### src/rtl/reg_wb_arbiter_if.sv
// Bundle of the register-file write-port arbiter signals.
// The master side drives pipeline writeback, unit returns, issue and decode
// reads. The slave side (the arbiter) returns m_ready, hazard, stall_pipe and
// the register-file write port.
interface reg_wb_arbiter_if;
    logic        p_we;
    logic [4:0]  p_addr;
    logic [31:0] p_data;
    logic        m_valid;
    logic        m_ready;
    logic [4:0]  m_addr;
    logic [31:0] m_data;
    logic        iss_valid;
    logic [4:0]  iss_addr;
    logic        rd1_read;
    logic [4:0]  rd1_addr;
    logic        rd2_read;
    logic [4:0]  rd2_addr;
    logic        hazard;
    logic        stall_pipe;
    logic        we;
    logic [4:0]  write_addr;
    logic [31:0] write_data;

    modport master (
        output p_we, p_addr, p_data, m_valid, m_addr, m_data,
               iss_valid, iss_addr, rd1_read, rd1_addr, rd2_read, rd2_addr,
        input  m_ready, hazard, stall_pipe, we, write_addr, write_data
    );

    modport slave (
        input  p_we, p_addr, p_data, m_valid, m_addr, m_data,
               iss_valid, iss_addr, rd1_read, rd1_addr, rd2_read, rd2_addr,
        output m_ready, hazard, stall_pipe, we, write_addr, write_data
    );
endinterface

### src/rtl/reg_wb_arbiter.sv
// Register-file write-port arbiter.
// The pipeline writeback has priority. Long-latency unit results are buffered
// in a small FIFO and written in free slots. A starvation counter freezes the
// pipeline for one slot so that the FIFO head is guaranteed to drain. A busy
// scoreboard tracks destinations with results still outstanding and drives the
// decode RAW hazard.
// Optional feature macro: WB_BYPASS_EN. When it is defined, a unit result that
// arrives while the FIFO is empty and the slot is free goes straight to the
// write port instead of passing through the FIFO.
module reg_wb_arbiter #(
    parameter int FIFO_DEPTH = 2,
    parameter int STARVE_MAX = 4
) (
    input  logic           clk,
    input  logic           rst,
    reg_wb_arbiter_if.slave bus
);
    localparam int PTR_W = (FIFO_DEPTH > 1) ? $clog2(FIFO_DEPTH) : 1;
    localparam int CNT_W = $clog2(FIFO_DEPTH + 1);
    localparam int ST_W  = $clog2(STARVE_MAX + 1);

    // Unit-result buffer storage (no reset; validity is tracked by level_reg)
    logic [4:0]  fifo_addr_mem [FIFO_DEPTH];
    logic [31:0] fifo_data_mem [FIFO_DEPTH];

    logic [PTR_W-1:0] rd_ptr_reg, wr_ptr_reg;
    logic [CNT_W-1:0] level_reg;
    logic [ST_W-1:0]  starve_reg, starve_next;
    logic             stall_reg, stall_next;
    logic             we_reg, we_next;
    logic [4:0]       waddr_reg, waddr_next;
    logic [31:0]      wdata_reg, wdata_next;
    logic [31:0]      busy_reg, busy_next;

    logic        fifo_empty, fifo_full;
    logic        primary, pop, push, bypass, accept;
    logic [4:0]  head_addr;
    logic [31:0] head_data;
    logic        clr_valid;
    logic [4:0]  clr_addr;

    assign fifo_empty = (level_reg == '0);
    assign fifo_full  = (level_reg == CNT_W'(FIFO_DEPTH));
    assign head_addr  = fifo_addr_mem[rd_ptr_reg];
    assign head_data  = fifo_data_mem[rd_ptr_reg];

    // A full buffer never accepts, even on a cycle where it also pops
    assign bus.m_ready = !fifo_full && !rst;
    assign accept      = bus.m_valid && !fifo_full;

    // A write to r0 is not a write, so it leaves the slot free for the FIFO.
    // While stall_pipe is high the pipeline request is ignored.
    assign primary = bus.p_we && (bus.p_addr != 5'd0) && !stall_reg;
    assign pop     = !fifo_empty && !primary;

`ifdef WB_BYPASS_EN
    assign bypass = fifo_empty && !primary && accept;
`else
    assign bypass = 1'b0;
`endif
    assign push = accept && !bypass;

    // Select the winner for the next write-port slot and the busy bit it clears
    always_comb begin
        we_next    = 1'b0;
        waddr_next = waddr_reg;
        wdata_next = wdata_reg;
        clr_valid  = 1'b0;
        clr_addr   = 5'd0;
        if (primary) begin
            we_next    = 1'b1;
            waddr_next = bus.p_addr;
            wdata_next = bus.p_data;
        end else if (pop) begin
            we_next    = (head_addr != 5'd0);
            waddr_next = head_addr;
            wdata_next = head_data;
            clr_valid  = 1'b1;
            clr_addr   = head_addr;
        end else if (bypass) begin
            we_next    = (bus.m_addr != 5'd0);
            waddr_next = bus.m_addr;
            wdata_next = bus.m_data;
            clr_valid  = 1'b1;
            clr_addr   = bus.m_addr;
        end
    end

    // Count the cycles the head has waited; the freeze is raised one cycle
    // ahead so that the stalled slot is the one in which the head pops
    always_comb begin
        starve_next = starve_reg;
        stall_next  = 1'b0;
        if (fifo_empty || pop) begin
            starve_next = '0;
        end else begin
            if (starve_reg != ST_W'(STARVE_MAX))
                starve_next = starve_reg + ST_W'(1);
            stall_next = (starve_reg == ST_W'(STARVE_MAX - 1));
        end
    end

    // Per-register busy update. A set and a clear on the same register in
    // the same cycle leave the bit set. r0 is never busy.
    assign busy_next[0] = 1'b0;
    generate
        for (genvar gi = 1; gi < 32; gi++) begin : g_busy
            assign busy_next[gi] =
                (bus.iss_valid && (bus.iss_addr == 5'(gi))) ? 1'b1 :
                (clr_valid && (clr_addr == 5'(gi)))         ? 1'b0 :
                busy_reg[gi];
        end
    endgenerate

    assign bus.hazard = (bus.rd1_read && busy_reg[bus.rd1_addr]) ||
                        (bus.rd2_read && busy_reg[bus.rd2_addr]);

    // Buffer write; the entry is only looked at while level_reg covers it
    always_ff @(posedge clk) begin
        if (push) begin
            fifo_addr_mem[wr_ptr_reg] <= bus.m_addr;
            fifo_data_mem[wr_ptr_reg] <= bus.m_data;
        end
    end

    // Buffer pointers and occupancy; the pointers wrap naturally because the depth is a power of two
    always_ff @(posedge clk or posedge rst) begin
        if (rst) begin
            rd_ptr_reg <= '0;
            wr_ptr_reg <= '0;
            level_reg  <= '0;
        end else begin
            if (push) wr_ptr_reg <= wr_ptr_reg + PTR_W'(1);
            if (pop)  rd_ptr_reg <= rd_ptr_reg + PTR_W'(1);
            case ({push, pop})
                2'b10:   level_reg <= level_reg + CNT_W'(1);
                2'b01:   level_reg <= level_reg - CNT_W'(1);
                default: level_reg <= level_reg;
            endcase
        end
    end

    // Registered write port, starvation state, pipeline freeze and scoreboard
    always_ff @(posedge clk or posedge rst) begin
        if (rst) begin
            we_reg     <= 1'b0;
            waddr_reg  <= 5'd0;
            wdata_reg  <= 32'd0;
            starve_reg <= '0;
            stall_reg  <= 1'b0;
            busy_reg   <= 32'd0;
        end else begin
            we_reg     <= we_next;
            waddr_reg  <= waddr_next;
            wdata_reg  <= wdata_next;
            starve_reg <= starve_next;
            stall_reg  <= stall_next;
            busy_reg   <= busy_next;
        end
    end

    assign bus.we         = we_reg;
    assign bus.write_addr = waddr_reg;
    assign bus.write_data = wdata_reg;
    assign bus.stall_pipe = stall_reg;
endmodule

### src/flat_wrapper.sv
// flat-port wrapper written by rule: the top's interface ports become plain ports
module reg_wb_arbiter_flat 
#(
    parameter int FIFO_DEPTH = 2,
    parameter int STARVE_MAX = 4
)
  (clk, rst, bus_p_we, bus_p_addr, bus_p_data, bus_m_valid, bus_m_addr, bus_m_data, bus_iss_valid, bus_iss_addr, bus_rd1_read, bus_rd1_addr, bus_rd2_read, bus_rd2_addr, bus_m_ready, bus_hazard, bus_stall_pipe, bus_we, bus_write_addr, bus_write_data);
  reg_wb_arbiter_if bus_i ();
  input  logic clk;
  input  logic rst;
  input wire logic [$bits(bus_i.p_we)-1:0] bus_p_we;
  input wire logic [$bits(bus_i.p_addr)-1:0] bus_p_addr;
  input wire logic [$bits(bus_i.p_data)-1:0] bus_p_data;
  input wire logic [$bits(bus_i.m_valid)-1:0] bus_m_valid;
  input wire logic [$bits(bus_i.m_addr)-1:0] bus_m_addr;
  input wire logic [$bits(bus_i.m_data)-1:0] bus_m_data;
  input wire logic [$bits(bus_i.iss_valid)-1:0] bus_iss_valid;
  input wire logic [$bits(bus_i.iss_addr)-1:0] bus_iss_addr;
  input wire logic [$bits(bus_i.rd1_read)-1:0] bus_rd1_read;
  input wire logic [$bits(bus_i.rd1_addr)-1:0] bus_rd1_addr;
  input wire logic [$bits(bus_i.rd2_read)-1:0] bus_rd2_read;
  input wire logic [$bits(bus_i.rd2_addr)-1:0] bus_rd2_addr;
  output wire logic [$bits(bus_i.m_ready)-1:0] bus_m_ready;
  output wire logic [$bits(bus_i.hazard)-1:0] bus_hazard;
  output wire logic [$bits(bus_i.stall_pipe)-1:0] bus_stall_pipe;
  output wire logic [$bits(bus_i.we)-1:0] bus_we;
  output wire logic [$bits(bus_i.write_addr)-1:0] bus_write_addr;
  output wire logic [$bits(bus_i.write_data)-1:0] bus_write_data;
  assign bus_i.p_we = bus_p_we;
  assign bus_i.p_addr = bus_p_addr;
  assign bus_i.p_data = bus_p_data;
  assign bus_i.m_valid = bus_m_valid;
  assign bus_i.m_addr = bus_m_addr;
  assign bus_i.m_data = bus_m_data;
  assign bus_i.iss_valid = bus_iss_valid;
  assign bus_i.iss_addr = bus_iss_addr;
  assign bus_i.rd1_read = bus_rd1_read;
  assign bus_i.rd1_addr = bus_rd1_addr;
  assign bus_i.rd2_read = bus_rd2_read;
  assign bus_i.rd2_addr = bus_rd2_addr;
  assign bus_m_ready = bus_i.m_ready;
  assign bus_hazard = bus_i.hazard;
  assign bus_stall_pipe = bus_i.stall_pipe;
  assign bus_we = bus_i.we;
  assign bus_write_addr = bus_i.write_addr;
  assign bus_write_data = bus_i.write_data;
  reg_wb_arbiter #(.FIFO_DEPTH(FIFO_DEPTH), .STARVE_MAX(STARVE_MAX)) u_core (.clk(clk), .rst(rst), .bus(bus_i));
endmodule
### config.mk
export PLATFORM = sky130hd
export DESIGN_NAME = reg_wb_arbiter_flat
export DESIGN_NICKNAME = d
export VERILOG_FILES = /design/src/rtl/reg_wb_arbiter_if.sv /design/src/rtl/reg_wb_arbiter.sv /design/src/flat_wrapper.sv
export SDC_FILE = /design/constraint.sdc
export NUM_CORES = 1
export LEC_CHECK = 0
export CAP_MARGIN = 15
export CORE_MARGIN = 2
export CORE_UTILIZATION = 55
export DETAILED_ROUTE_END_ITERATION = 16
export PLACE_DENSITY = 0.91
export SYNTH_ARGS = -nofsm -noshare
export SYNTH_HDL_FRONTEND = slang
export SYNTH_SLANG_ARGS = --single-unit
### constraint.sdc
create_clock -name clk -period 5.85 [get_ports clk]
set_input_delay 1.17 -clock clk [delete_from_list [all_inputs] [get_ports clk]]
set_output_delay 1.17 -clock clk [all_outputs]
set_load 0.01 [all_outputs]
Run 1, cell classes on the final placement:
(3 px per um)
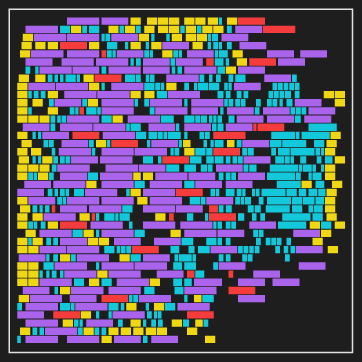
| class | color | cells | share of their area |
|---|---|---|---|
| other buffers and delay cells | yellow | 141 | 17% |
| clock drivers and dummy loads | red | 29 | 6.4% |
| flops | purple | 151 | 49% |
| all other logic | cyan | 368 | 28% |
CORE AREA: 0.01191 mm2
sequential cell area share: 47.99%
std cell rows: 40

Run 1, a small window of the routed layout:
Region (16, 73) to (41, 98) um. Cells in gray, sequential cells in the stronger gray; small squares are vias.
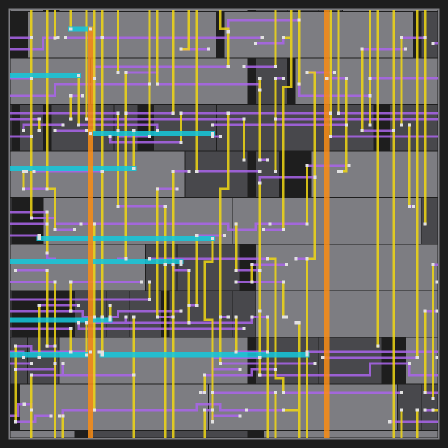
| layer | color |
|---|---|
| met1 | purple |
| met4 | orange |
| met3 | cyan |
| met2 | yellow |
sequential cells in the window: 14
netlist names of flops here include: u_core.fifo_data_mem (12), u_core.bus.write_data (2)
most frequent: edfxtp_1 (12), nor2_1 (6)
cells with their middle in the window: 36

Run 1, routing congestion map:
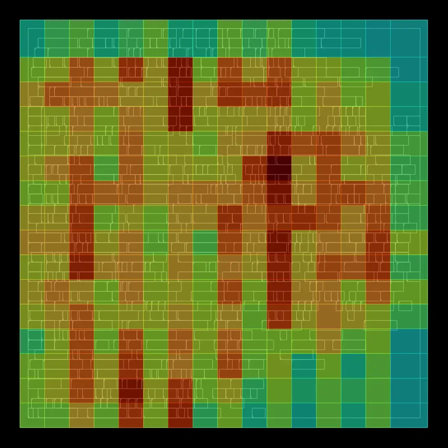
met2 GRT Util: 44.79%
met1 Resource Use GR: 32.06%
GRT Total Usage: 26.61%

==> GITHUB_STEP_SUMMARY, run 1 <==
## PnR job results

| Metric | Value |
|---|---|
| Outcome | completed |
| GPL Wtd Cong | 0.9272 |
| Critical-path maximum fanout | 10 |
| Final WL | around 16,000 um |
| CTS tree | yes |
| Clk cell area share | 6.250% |
| Die height | about 110 um |
| Initial DRT Pass Iterations | 5 |
| WL/cell | roughly 20 um |
| Place WS | 913.4 ps |
| Least-Margin Pin Slew | between 1000 and 1500 ps |
| Top Layout Cells | clkdlybuf4s50_1 (136), o21ai_0 (90), dfrtp_1 (76) |
| Slew headroom | 25.85% |
| Cell leakage power | 0.003362 uW |
| Final setup viols | 0 |
| Hold slack | 534.4 ps |
| Largest delay share family, worst path | buffers and inverters |
| Layout cell share with drive strength beyond 1 | 7.692% |
| Setup crit end | bus_hazard |
| Combinational share of power | between 30% and 40% |
| Data arrival, critical path | roughly 3800 ps |
| Buffer share of cell area | between 10% and 20% |
| Sequential share of power | 41.5% |
| Post-Syn Area per Cell | between 10 and 15 um2 |
| Log Warnings | 27 |
| Final Max Tran Viols | 0 |
| RSZ-0062 raised after global routing | false |
| Final Power | between 4000 and 5000 uW |
| Hold-fix buffers, CTS | 0 |
| Netlist cell types | 43 |
| Met3 wire len | ~1300 um |
| R2R Path End | u_core.busy_reg[18]$_DFFE_PP0P_ |
| GRT overflow | 0 |
| Final core utilization | 72.61% |
| Clk. pwr | 1020 uW |
| Antenna violations before repair | 0 |
| Worst r2r path cells | 6 |
| Met3 usage | 8.130% |
| DP HPWL | ~11,000 um |
| P_sw | ~1400 uW |
| CTS Buf Count | 17 |
| DRC | 0 |
| Final Critical Period | 4956 ps |
## Run 2: what changed since run 1
--- a/config.mk
+++ b/config.mk
@@ -7,9 +7,9 @@
 export LEC_CHECK = 0
 export CAP_MARGIN = 15
 export CORE_MARGIN = 2
-export CORE_UTILIZATION = 55
+export CORE_UTILIZATION = 46
 export DETAILED_ROUTE_END_ITERATION = 16
-export PLACE_DENSITY = 0.91
+export PLACE_DENSITY = 0.82
 export SYNTH_ARGS = -nofsm -noshare
 export SYNTH_HDL_FRONTEND = slang
 export SYNTH_SLANG_ARGS = --single-unit
==> constraint.sdc (replaced) <==
create_clock -name clk -period 4.3 [get_ports clk]
set_input_delay 0.86 -clock clk [delete_from_list [all_inputs] [get_ports clk]]
set_output_delay 0.86 -clock clk [all_outputs]
set_load 0.01 [all_outputs]
Run 2, cells by drive strength:
(3 px per um)
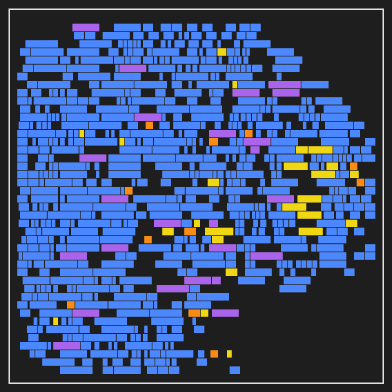
| size | color | cells |
|---|---|---|
| drive 6 and up | purple | 24 |
| drive 2 | yellow | 24 |
| drive 3 to 4 | orange | 11 |
| drive 1 or less | blue | 636 |
synth-to-layout area growth: 32.22%
Plain + repair buffers: 144
Final Worst Setup Slack: 270.2 ps
cell area after layout: 0.008781 mm2

==> run 2 against run 1 <==
Compared with the run above: sequential power increased by 38%; non-clock buffer count increased by 3; cell count increased by 4.7%; die area increased by 19%; area after synthesis unchanged; critical endpoint unchanged; largest power group unchanged.
==> GITHUB_STEP_SUMMARY, run 2 <==
## PnR job results

| Metric | Value |
|---|---|
| Outcome | completed |
| Final setup viols | 0 |
| GRT overflow | 0 |
| Antenna violations before repair | 0 |
| R2R Path End | u_core.busy_reg[28]$_DFFE_PP0P_ |
| Final Critical Period | around 4000 ps |
| Post-Syn Area per Cell | ~12 um2 |
| Sequential share of power | a little over 40% |
| GRT Total Usage | between 20% and 30% |
| Sequential cell area share | a little under half |
| Place WS | 95.29 ps |
| Hold slack | between 500 and 600 ps |
| Cell leakage power | ~0.0034 uW |
| Critical-path maximum fanout | 8 |
| P_sw | 1872 uW |
| CTS tree | yes |
| Final Power | between 5000 and 6000 uW |
| Hold-fix buffers, CTS | 0 |
| Largest delay share family, worst path | buffers and inverters |
| Slew headroom | between 30% and 40% |
| Clk cell area share | under 10% |
| Setup crit end | bus_hazard |
| CTS Buf Count | 17 |
| Netlist cell types | between 40 and 50 |
| RSZ-0062 raised after global routing | false |
| GPL Wtd Cong | around 0.83 |
| Std cell rows | approximately 43 |
| DRC | 0 |
| Met3 wire len | 1438 um |
| Combinational share of power | about 32% |
| Met2 GRT Util | 35.66% |
| Die height | between 100 and 150 um |
| Met3 usage | 7.234% |
| DP HPWL | 11,490 um |
| Met1 Resource Use GR | around 27% |
| Least-Margin Pin Slew | ~1000 ps |
| Initial DRT Pass Iterations | 5 |
| Top Layout Cells | clkdlybuf4s50_1 (135), o21ai_0 (90), dfrtp_1 (76) |
| Final WL | approximately 16,000 um |
| Data arrival, critical path | 3170 ps |
## Run 3: what changed since run 2
--- a/config.mk
+++ b/config.mk
@@ -5,7 +5,6 @@
 export SDC_FILE = /design/constraint.sdc
 export NUM_CORES = 1
 export LEC_CHECK = 0
-export CAP_MARGIN = 15
 export CORE_MARGIN = 2
 export CORE_UTILIZATION = 46
 export DETAILED_ROUTE_END_ITERATION = 16
Run 3, routing congestion map:
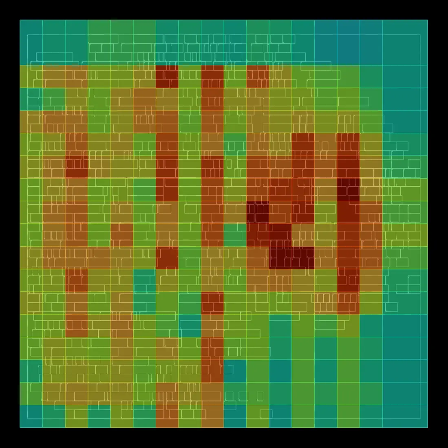
met1 Resource Use GR: 27.40%
WL/cell: 18.60 um
met2 GRT Util: 35.66%
busiest grt layer: met2

==> run 3 against run 2 <==
Compared with the run above: first-iteration DRC count is the same; worst setup slack is the same; count of clock-buffer cells in the layout is the same; die area is the same; cell count is the same; critical path type unchanged; sequential power is essentially flat; non-clock buffer count is the same; design area is the same; largest power group unchanged; via count is the same; synthesized cell count is the same; flip-flop count is the same.
==> GITHUB_STEP_SUMMARY, run 3 <==
## PnR job results

| Metric | Value |
|---|---|
| Outcome | completed |
| CTS Buf Count | 17 |
| Synth-to-layout area growth | 32.22% |
| CP Depth | 7 |
| Net Sw Frac | 32.88% |
| Top Layout Cells | clkdlybuf4s50_1 (135), o21ai_0 (90), dfrtp_1 (76) |
| Antenna violations before repair | 0 |
| Setup crit end | bus_hazard |
| Cell area after layout | 0.008781 mm2 |
| Sequential share of power | 41.2% |
| FFs w/ async S/R, synth | approximately 50% |
| Sequential cell area share | between 40% and 50% |
| GRT overflow | 0 |
| Final Critical Period | approximately 4000 ps |
| Initial DRT Pass Iterations | 5 |
| Combinational share of power | approximately a third |
| N_diodes | 0 |
| Met3 wire len | around 1400 um |
| Hold-fix buffers, CTS | 0 |
| Place WS | 95.29 ps |
| Least-Margin Pin Slew | 998.5 ps |
| Final core utilization | between 60% and 70% |
| Final WL | ~16,000 um |
| Netlist cell types | 43 |
| Layout cell share with drive strength beyond 1 | under 10% |
| Buffer share of cell area | 16.22% |
| Count leader, synth | o21ai_0 |
| Cell leakage power | ~0.0034 uW |
| Largest delay share family, worst path | buffers and inverters |
| Die height | about 120 um |
| Die width | between 100 and 150 um |
| Worst r2r path cells | 5 |
| R2R Path End | u_core.busy_reg[28]$_DFFE_PP0P_ |
| Plain + repair buffers | between 100 and 150 |
| Critical-path maximum fanout | 8 |
| Final Power | approximately 5700 uW |
| Log Warnings | 27 |
| DP HPWL | 11,490 um |
| Met3 usage | between 7 and 8% |
| Clk cell area share | between 6 and 7% |
| Std cell rows | 43 |
| Yosys stat area | ~0.0066 mm2 |
| Final Max Tran Viols | 0 |
| RSZ-0062 raised after global routing | false |
| DRC | 0 |
| Post-Syn Area per Cell | ~12 um2 |
| GRT Total Usage | 22.29% |
| CTS tree | yes |
| Final setup viols | 0 |
| Clk. pwr | between 1500 and 2000 uW |
| GPL Wtd Cong | between 0.8 and 0.9 |
Power is estimated from default activity; no workload was simulated.
